[config.mk]
export PLATFORM = sky130hd
export DESIGN_NAME = hazard_control_unit_flat
export DESIGN_NICKNAME = d
export VERILOG_FILES = /design/src/rtl/hazard_control_unit_if.sv /design/src/rtl/hazard_control_unit.sv /design/src/flat_wrapper.sv
export SDC_FILE = /design/constraint.sdc
export NUM_CORES = 1
export LEC_CHECK = 0
export ABC_CLOCK_PERIOD_IN_PS = 3500
export CAP_MARGIN = 20
export CORE_MARGIN = 4
export CORE_UTILIZATION = 44
export CTS_CLUSTER_SIZE = 8
export DETAILED_ROUTE_END_ITERATION = 7
export PLACE_DENSITY_LB_ADDON = 0.12
export SLEW_MARGIN = 20
export SYNTH_ARGS = -nofsm -noshare
export SYNTH_HDL_FRONTEND = slang
export SYNTH_SLANG_ARGS = --single-unit
[constraint.sdc]
create_clock -name clk -period 3.5 [get_ports clk]
set_input_delay 1.05 -clock clk [delete_from_list [all_inputs] [get_ports clk]]
set_output_delay 1.05 -clock clk [all_outputs]
set_load 0.01 [all_outputs]
[src/rtl/hazard_control_unit_if.sv]
// ----------------------------------------------------------------------------
// hazard_control_unit_if
//
// Bundles the signals between the 5-stage pipeline and the hazard control
// unit.
//
// Pipeline -> hazard unit (driven by the master side):
//   ifIdRs, ifIdRt   source register specifiers of the instruction in ID
//   ifIdUsesRt       ID instruction reads rt as a source
//   idExRt           destination register of the instruction in EX
//   idExMemRead      EX instruction is a load
//   branchTaken      EX resolved a taken branch/jump this cycle
//   memReq           MEM stage is issuing a data memory access
//   memReady         data memory completes the access this cycle
//
// Hazard unit -> pipeline (driven by the slave side):
//   pcWrite, ifIdWrite       load enables for PC and IF/ID
//   ifIdFlush, idExBubble    squash IF/ID, insert bubble into ID/EX
//   pipeHold                 freeze ID/EX, EX/MEM, MEM/WB
//   stallCycles              saturating count of cycles with pcWrite low
//   memTimeout               sticky flag: a memory access was abandoned
// ----------------------------------------------------------------------------
interface hazard_control_unit_if #(
    parameter int REG_ADDR_WIDTH = 5
);
    logic [REG_ADDR_WIDTH-1:0] ifIdRs;
    logic [REG_ADDR_WIDTH-1:0] ifIdRt;
    logic                      ifIdUsesRt;
    logic [REG_ADDR_WIDTH-1:0] idExRt;
    logic                      idExMemRead;
    logic                      branchTaken;
    logic                      memReq;
    logic                      memReady;

    logic                      pcWrite;
    logic                      ifIdWrite;
    logic                      ifIdFlush;
    logic                      idExBubble;
    logic                      pipeHold;
    logic [15:0]               stallCycles;
    logic                      memTimeout;

    // Pipeline side
    modport master (
        output ifIdRs, ifIdRt, ifIdUsesRt, idExRt, idExMemRead,
               branchTaken, memReq, memReady,
        input  pcWrite, ifIdWrite, ifIdFlush, idExBubble, pipeHold,
               stallCycles, memTimeout
    );

    // Hazard control unit side
    modport slave (
        input  ifIdRs, ifIdRt, ifIdUsesRt, idExRt, idExMemRead,
               branchTaken, memReq, memReady,
        output pcWrite, ifIdWrite, ifIdFlush, idExBubble, pipeHold,
               stallCycles, memTimeout
    );
endinterface

[src/rtl/hazard_control_unit.sv]
// ----------------------------------------------------------------------------
// hazard_control_unit
//
// Pipeline sequencing controller for the 5-stage core. Sits beside the
// forwarding logic and handles what forwarding cannot:
//   - load-use hazards: one bubble into ID/EX while PC and IF/ID hold
//   - taken branches: redirect cycle plus FLUSH_CYCLES squash cycles
//   - data memory wait: whole pipeline frozen until memReady, with a
//     MEM_TIMEOUT cycle limit after which the access is abandoned
//
// Ports:
//   clk    system clock, rising edge
//   reset  synchronous, active-high reset
//   bus    hazard_control_unit_if.slave (see interface for signal list)
//
// Control outputs are combinational from state and inputs so stalls take
// effect in the same cycle the hazard is seen; only the sequencing state is
// registered.
// ----------------------------------------------------------------------------
module hazard_control_unit #(
    parameter int REG_ADDR_WIDTH = 5,
    parameter int FLUSH_CYCLES   = 1,    // 1..7
    parameter int MEM_TIMEOUT    = 255   // 1..255
) (
    input  logic                 clk,
    input  logic                 reset,
    hazard_control_unit_if.slave bus
);

    typedef enum logic [1:0] {
        RUN      = 2'd0,
        FLUSH    = 2'd1,
        MEM_WAIT = 2'd2
    } state_t;

    localparam logic [2:0]  FLUSH_INIT  = 3'(FLUSH_CYCLES);
    localparam logic [7:0]  TIMEOUT_CNT = 8'(MEM_TIMEOUT);
    localparam logic [15:0] STALL_MAX   = 16'hFFFF;

    state_t      state;
    state_t      state_next;
    logic [2:0]  flush_cnt;
    logic [2:0]  flush_cnt_next;
    logic [7:0]  wait_cnt;
    logic [7:0]  wait_cnt_next;
    // Where to go once memory wait ends: 0 = RUN, 1 = FLUSH
    logic        resume_flush;
    logic        resume_flush_next;
    logic        mem_timeout;
    logic        mem_timeout_next;
    logic [15:0] stall_cycles;

    logic        pc_write;
    logic        if_id_write;
    logic        if_id_flush;
    logic        id_ex_bubble;
    logic        pipe_hold;

    logic [REG_ADDR_WIDTH-1:0] ex_rt;
    logic                      mem_stall;
    logic                      load_use;
    logic                      rs_match;
    logic                      rt_match;

    // ------------------------------------------------------------------
    // Hazard terms
    // ------------------------------------------------------------------
    assign ex_rt     = bus.idExRt;
    assign mem_stall = bus.memReq & ~bus.memReady;
    assign rs_match  = (ex_rt == bus.ifIdRs);
    assign rt_match  = bus.ifIdUsesRt & (ex_rt == bus.ifIdRt);
    // r0 is hardwired zero, so a load targeting it never creates a hazard
    assign load_use  = bus.idExMemRead & (ex_rt != '0) & (rs_match | rt_match);

    // ------------------------------------------------------------------
    // Next-state and control outputs
    // ------------------------------------------------------------------
    always_comb begin
        state_next        = state;
        flush_cnt_next    = flush_cnt;
        wait_cnt_next     = wait_cnt;
        resume_flush_next = resume_flush;
        mem_timeout_next  = mem_timeout;

        pc_write     = 1'b1;
        if_id_write  = 1'b1;
        if_id_flush  = 1'b0;
        id_ex_bubble = 1'b0;
        pipe_hold    = 1'b0;

        case (state)
            RUN: begin
                if (mem_stall) begin
                    pc_write          = 1'b0;
                    if_id_write       = 1'b0;
                    pipe_hold         = 1'b1;
                    resume_flush_next = 1'b0;
                    wait_cnt_next     = 8'd1;
                    state_next        = MEM_WAIT;
                end else if (bus.branchTaken) begin
                    // Redirect cycle: PC takes the target, the younger
                    // instructions in IF/ID and ID are squashed.
                    if_id_flush    = 1'b1;
                    id_ex_bubble   = 1'b1;
                    flush_cnt_next = FLUSH_INIT;
                    state_next     = FLUSH;
                end else if (load_use) begin
                    // Single bubble; the load moves to MEM next cycle and
                    // forwarding covers the dependency from there.
                    pc_write     = 1'b0;
                    if_id_write  = 1'b0;
                    id_ex_bubble = 1'b1;
                end
            end

            FLUSH: begin
                if (mem_stall) begin
                    pc_write          = 1'b0;
                    if_id_write       = 1'b0;
                    pipe_hold         = 1'b1;
                    resume_flush_next = 1'b1;
                    wait_cnt_next     = 8'd1;
                    state_next        = MEM_WAIT;
                end else begin
                    // Wrong-path instructions: their hazards and branches
                    // are irrelevant, only the squash matters.
                    if_id_flush    = 1'b1;
                    flush_cnt_next = flush_cnt - 3'd1;
                    if (flush_cnt == 3'd1) begin
                        state_next = RUN;
                    end
                end
            end

            MEM_WAIT: begin
                if (bus.memReady || (wait_cnt == TIMEOUT_CNT)) begin
                    // Release: behave like the state being resumed, but
                    // without acting on branchTaken, which is still held by
                    // the frozen EX stage and is taken up after exit.
                    if (!bus.memReady) begin
                        mem_timeout_next = 1'b1;
                    end
                    if (resume_flush) begin
                        if_id_flush = 1'b1;
                        state_next  = FLUSH;
                    end else begin
                        state_next  = RUN;
                    end
                end else begin
                    pc_write      = 1'b0;
                    if_id_write   = 1'b0;
                    pipe_hold     = 1'b1;
                    wait_cnt_next = wait_cnt + 8'd1;
                end
            end

            default: begin
                state_next = RUN;
            end
        endcase

        if (reset) begin
            pc_write     = 1'b0;
            if_id_write  = 1'b0;
            if_id_flush  = 1'b1;
            id_ex_bubble = 1'b1;
            pipe_hold    = 1'b0;
        end
    end

    // ------------------------------------------------------------------
    // State register
    // ------------------------------------------------------------------
    always_ff @(posedge clk) begin
        if (reset) begin
            state        <= RUN;
            flush_cnt    <= 3'd0;
            wait_cnt     <= 8'd0;
            resume_flush <= 1'b0;
            mem_timeout  <= 1'b0;
        end else begin
            state        <= state_next;
            flush_cnt    <= flush_cnt_next;
            wait_cnt     <= wait_cnt_next;
            resume_flush <= resume_flush_next;
            mem_timeout  <= mem_timeout_next;
        end
    end

    // ------------------------------------------------------------------
    // Stall statistics (saturating)
    // ------------------------------------------------------------------
    always_ff @(posedge clk) begin
        if (reset) begin
            stall_cycles <= 16'd0;
        end else if (!pc_write && (stall_cycles != STALL_MAX)) begin
            stall_cycles <= stall_cycles + 16'd1;
        end
    end

    assign bus.pcWrite     = pc_write;
    assign bus.ifIdWrite   = if_id_write;
    assign bus.ifIdFlush   = if_id_flush;
    assign bus.idExBubble  = id_ex_bubble;
    assign bus.pipeHold    = pipe_hold;
    assign bus.stallCycles = stall_cycles;
    assign bus.memTimeout  = mem_timeout;

endmodule

[src/flat_wrapper.sv]
// flat-port wrapper written by rule: the top's interface ports become plain ports
module hazard_control_unit_flat 
#(
    parameter int REG_ADDR_WIDTH = 5,
    parameter int FLUSH_CYCLES   = 1,           
    parameter int MEM_TIMEOUT    = 255            
)
  (clk, reset, bus_ifIdRs, bus_ifIdRt, bus_ifIdUsesRt, bus_idExRt, bus_idExMemRead, bus_branchTaken, bus_memReq, bus_memReady, bus_pcWrite, bus_ifIdWrite, bus_ifIdFlush, bus_idExBubble, bus_pipeHold, bus_stallCycles, bus_memTimeout);
  hazard_control_unit_if #(.REG_ADDR_WIDTH(REG_ADDR_WIDTH)) bus_i ();
  input  logic clk;
  input  logic reset;
  input wire logic [$bits(bus_i.ifIdRs)-1:0] bus_ifIdRs;
  input wire logic [$bits(bus_i.ifIdRt)-1:0] bus_ifIdRt;
  input wire logic [$bits(bus_i.ifIdUsesRt)-1:0] bus_ifIdUsesRt;
  input wire logic [$bits(bus_i.idExRt)-1:0] bus_idExRt;
  input wire logic [$bits(bus_i.idExMemRead)-1:0] bus_idExMemRead;
  input wire logic [$bits(bus_i.branchTaken)-1:0] bus_branchTaken;
  input wire logic [$bits(bus_i.memReq)-1:0] bus_memReq;
  input wire logic [$bits(bus_i.memReady)-1:0] bus_memReady;
  output wire logic [$bits(bus_i.pcWrite)-1:0] bus_pcWrite;
  output wire logic [$bits(bus_i.ifIdWrite)-1:0] bus_ifIdWrite;
  output wire logic [$bits(bus_i.ifIdFlush)-1:0] bus_ifIdFlush;
  output wire logic [$bits(bus_i.idExBubble)-1:0] bus_idExBubble;
  output wire logic [$bits(bus_i.pipeHold)-1:0] bus_pipeHold;
  output wire logic [$bits(bus_i.stallCycles)-1:0] bus_stallCycles;
  output wire logic [$bits(bus_i.memTimeout)-1:0] bus_memTimeout;
  assign bus_i.ifIdRs = bus_ifIdRs;
  assign bus_i.ifIdRt = bus_ifIdRt;
  assign bus_i.ifIdUsesRt = bus_ifIdUsesRt;
  assign bus_i.idExRt = bus_idExRt;
  assign bus_i.idExMemRead = bus_idExMemRead;
  assign bus_i.branchTaken = bus_branchTaken;
  assign bus_i.memReq = bus_memReq;
  assign bus_i.memReady = bus_memReady;
  assign bus_pcWrite = bus_i.pcWrite;
  assign bus_ifIdWrite = bus_i.ifIdWrite;
  assign bus_ifIdFlush = bus_i.ifIdFlush;
  assign bus_idExBubble = bus_i.idExBubble;
  assign bus_pipeHold = bus_i.pipeHold;
  assign bus_stallCycles = bus_i.stallCycles;
  assign bus_memTimeout = bus_i.memTimeout;
  hazard_control_unit #(.REG_ADDR_WIDTH(REG_ADDR_WIDTH), .FLUSH_CYCLES(FLUSH_CYCLES), .MEM_TIMEOUT(MEM_TIMEOUT)) u_core (.clk(clk), .reset(reset), .bus(bus_i));
endmodule
==> reports/results.md <==
| Result | Value | Unit |
|---|---|---|
| Flop2flop setup slack | 940 | ps |
| Overall routing resource usage | 0.163 | - |
| Crit-path cells | dlygate4sd2_1, xor2_2, nor4_2, a32oi_2, o21ai_2, and2b_2, nor2_2, buf_2 | - |
| Post-layout period usage | 0.990 | - |
| Die Y-Extent | 70.3 | um |
| Count of cells along the worst hold path | 2 | - |
| Final hold slack | 476 | ps |
| Avg Cell Area, Syn | 8.41 | um^2 |
| Tapcell count | 48 | - |
| Biggest cell category by area in the final layout | logic gates | - |
| Non-CTS buffers | 65 | - |
| Critical path class | in -> out | - |
| Number of CTS-inserted buffers | 5 | - |
| Number of cells in the yosys synthesis report | 203 | - |
| Clock share of power | 0.331 | - |
| Detailed-route wire length | 3990 | um |
| Worst clock skew | 9.53 | ps |
| Floorplan-stage core utilization | 0.460 | - |
| Std cell rows | 22 | - |
| Multi-input gate share of total cell area | 0.445 | - |
| Most used routing layer | met2 | - |
| Cell count after synthesis | 203 | - |
| Worst-path cell with the longest stage delay | sky130_fd_sc_hd__nor4_2 | - |
| Met1 layer usage reported by global route | 0.209 | - |
| Global-route met3 utilization | 0.0691 | - |
| Outcome | complete, no violations | - |
| Post-synthesis async set-or-reset flop share | 0 | - |
| CP endpoint | bus_ifIdWrite | - |
| Depth of the critical timing path with buffers and inverters included | 8 | - |
| Maximum clock insertion buffer count | 2 | - |
| CP startpoint | bus_ifIdRt[2] | - |
| Combinational power share | 0.222 | - |
| Post-CTS Resized | 52 | - |
| P&R area growth vs syn | 41.2 | % |
| Largest cells by area after synthesis | sky130_fd_sc_hd__dfxtp_1 36%, sky130_fd_sc_hd__xor2_1 8.2%, sky130_fd_sc_hd__nor2_1 8.1% | - |
| Leading cell types by count after synthesis | 37 x sky130_fd_sc_hd__nor2_1, 31 x sky130_fd_sc_hd__dfxtp_1, 16 x sky130_fd_sc_hd__xor2_1, 11 x sky130_fd_sc_hd__a21oi_1, 11 x sky130_fd_sc_hd__nand2_1 | - |
| Worst hold path endpoint | u_core.bus.memTimeout | - |
| Top Family by Delay on Critical Path | simple AND/OR/NAND/NOR gates | - |
| Overall power of the completed layout | 0.000856 | W |
| Sequential share of cell area | 0.257 | - |
| Synth cell types | 48 | - |
| Count of max-cap constraint violations | 0 | - |
| Number of flops mapped to enable cells by yosys | 0 | - |
| Max-slew headroom at the worst pin | 0.710 | - |
| Startpoint of the lowest-slack register-to-register path | u_core.wait_cnt[0] | - |
| Sequential fraction of the synthesis area | 0.363 | - |
| Top routing layer used | met4 | - |
| Register-to-Register Path Depth | 11 | - |
| Dominant register cell | sky130_fd_sc_hd__dfxtp_1 | - |
| Buffering stage count on the worst path with inverters included | 2 | - |
| Class of the tightest hold or removal check | reg -> reg | - |
| Inverter count | 3 | - |
| Post-layout worst setup margin | 35.7 | ps |
| Fill cell instance count of the final layout | 332 | - |
| P_seq | 0.000382 | W |
| Routed length on met3 | 318 | um |
| Number of violations reported at the end of detailed-routing iteration 0 | 107 | - |
| Net switching power of the design | 0.000238 | W |
| Most numerous logic cell after layout | sky130_fd_sc_hd__nor2_1 | - |
| Share of post-route cells with drive strength above 1 | 0.216 | - |
| Met2 GRT Util | 0.249 | - |
| Buffer count from post-CTS setup fixing | 5 | - |
| Kind of launch point of the worst setup path | input port | - |
-- worst min-delay path: cells and delay by family (launching register included) --
kind | cells | cell delay [ps]
DFF | 1 | 330
and+or+nand+nor | 2 | 120
-- cell families (layout without fill, tap and decap cells) --
family                   after synthesis  count (layout)  synth area share
flip-flops                            31              31             0.363
multiplexers                           4               4            0.0242
AND/OR/NAND/NOR                       98              98             0.303
AND-OR/OR-AND                         36              36             0.143
XOR/XNOR                              20              20             0.103
buffers and inverters                 10              75            0.0352
adder cells (fa/ha/maj)                4               4            0.0293
-- per-stage QoR --
stage	util	setup TNS, ps	area [um^2]
final	0.649	0	2410
after global routing	0.649	-111	2410
after CTS	0.640	0	2380
after detailed placement	0.611	-2910	2270
after global placement	0.611	-2860	2270
after floorplan	-	0	1710
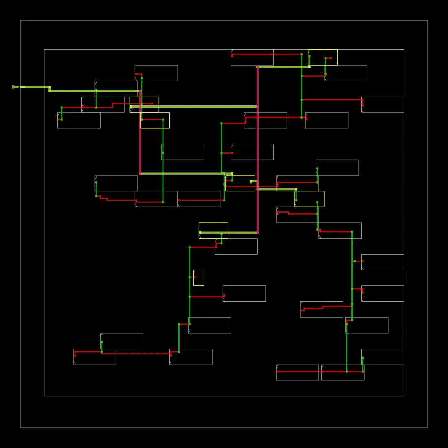
**Above:** clock wiring as the flow saved it.
clock latency on the worst-skew pair: 280 ps
clock group total power: 0.000284 W

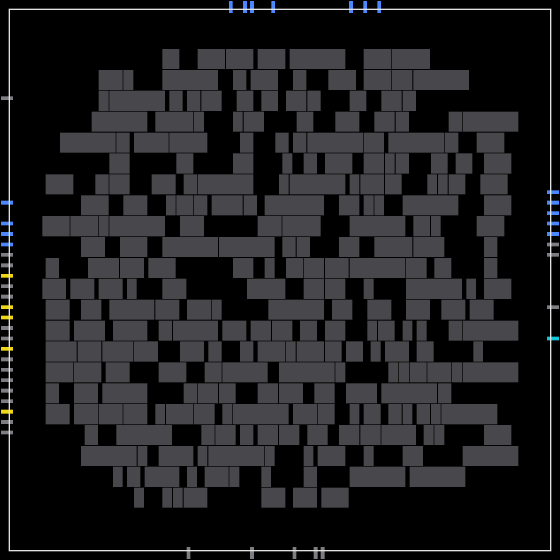
**Above:** ports around the boundary.
Pins as bars across the die edge, other pins in grey.
- cyan: bus_memTimeout (pins 1; direction output; edge right)
- yellow: bus_ifIdRt (pins 5; direction input; edge left)
- blue: bus_stallCycles (pins 16; direction output; edge 7 top, 5 right, 4 left)
- all pins by edge: 23 left, 9 right, 7 top, 5 bottom

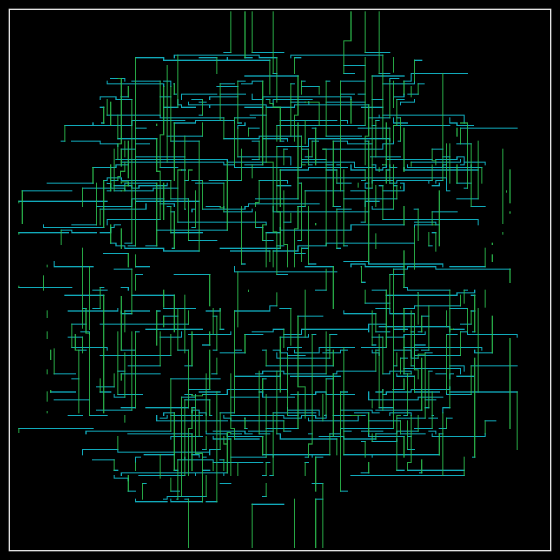
**Above:** signal wires by layer.
Only two layers are drawn.
- green: met2 (wire length 1,720 um)
- cyan: met1 (wire length 1,900 um)

Power and IR drop assume default switching activity.
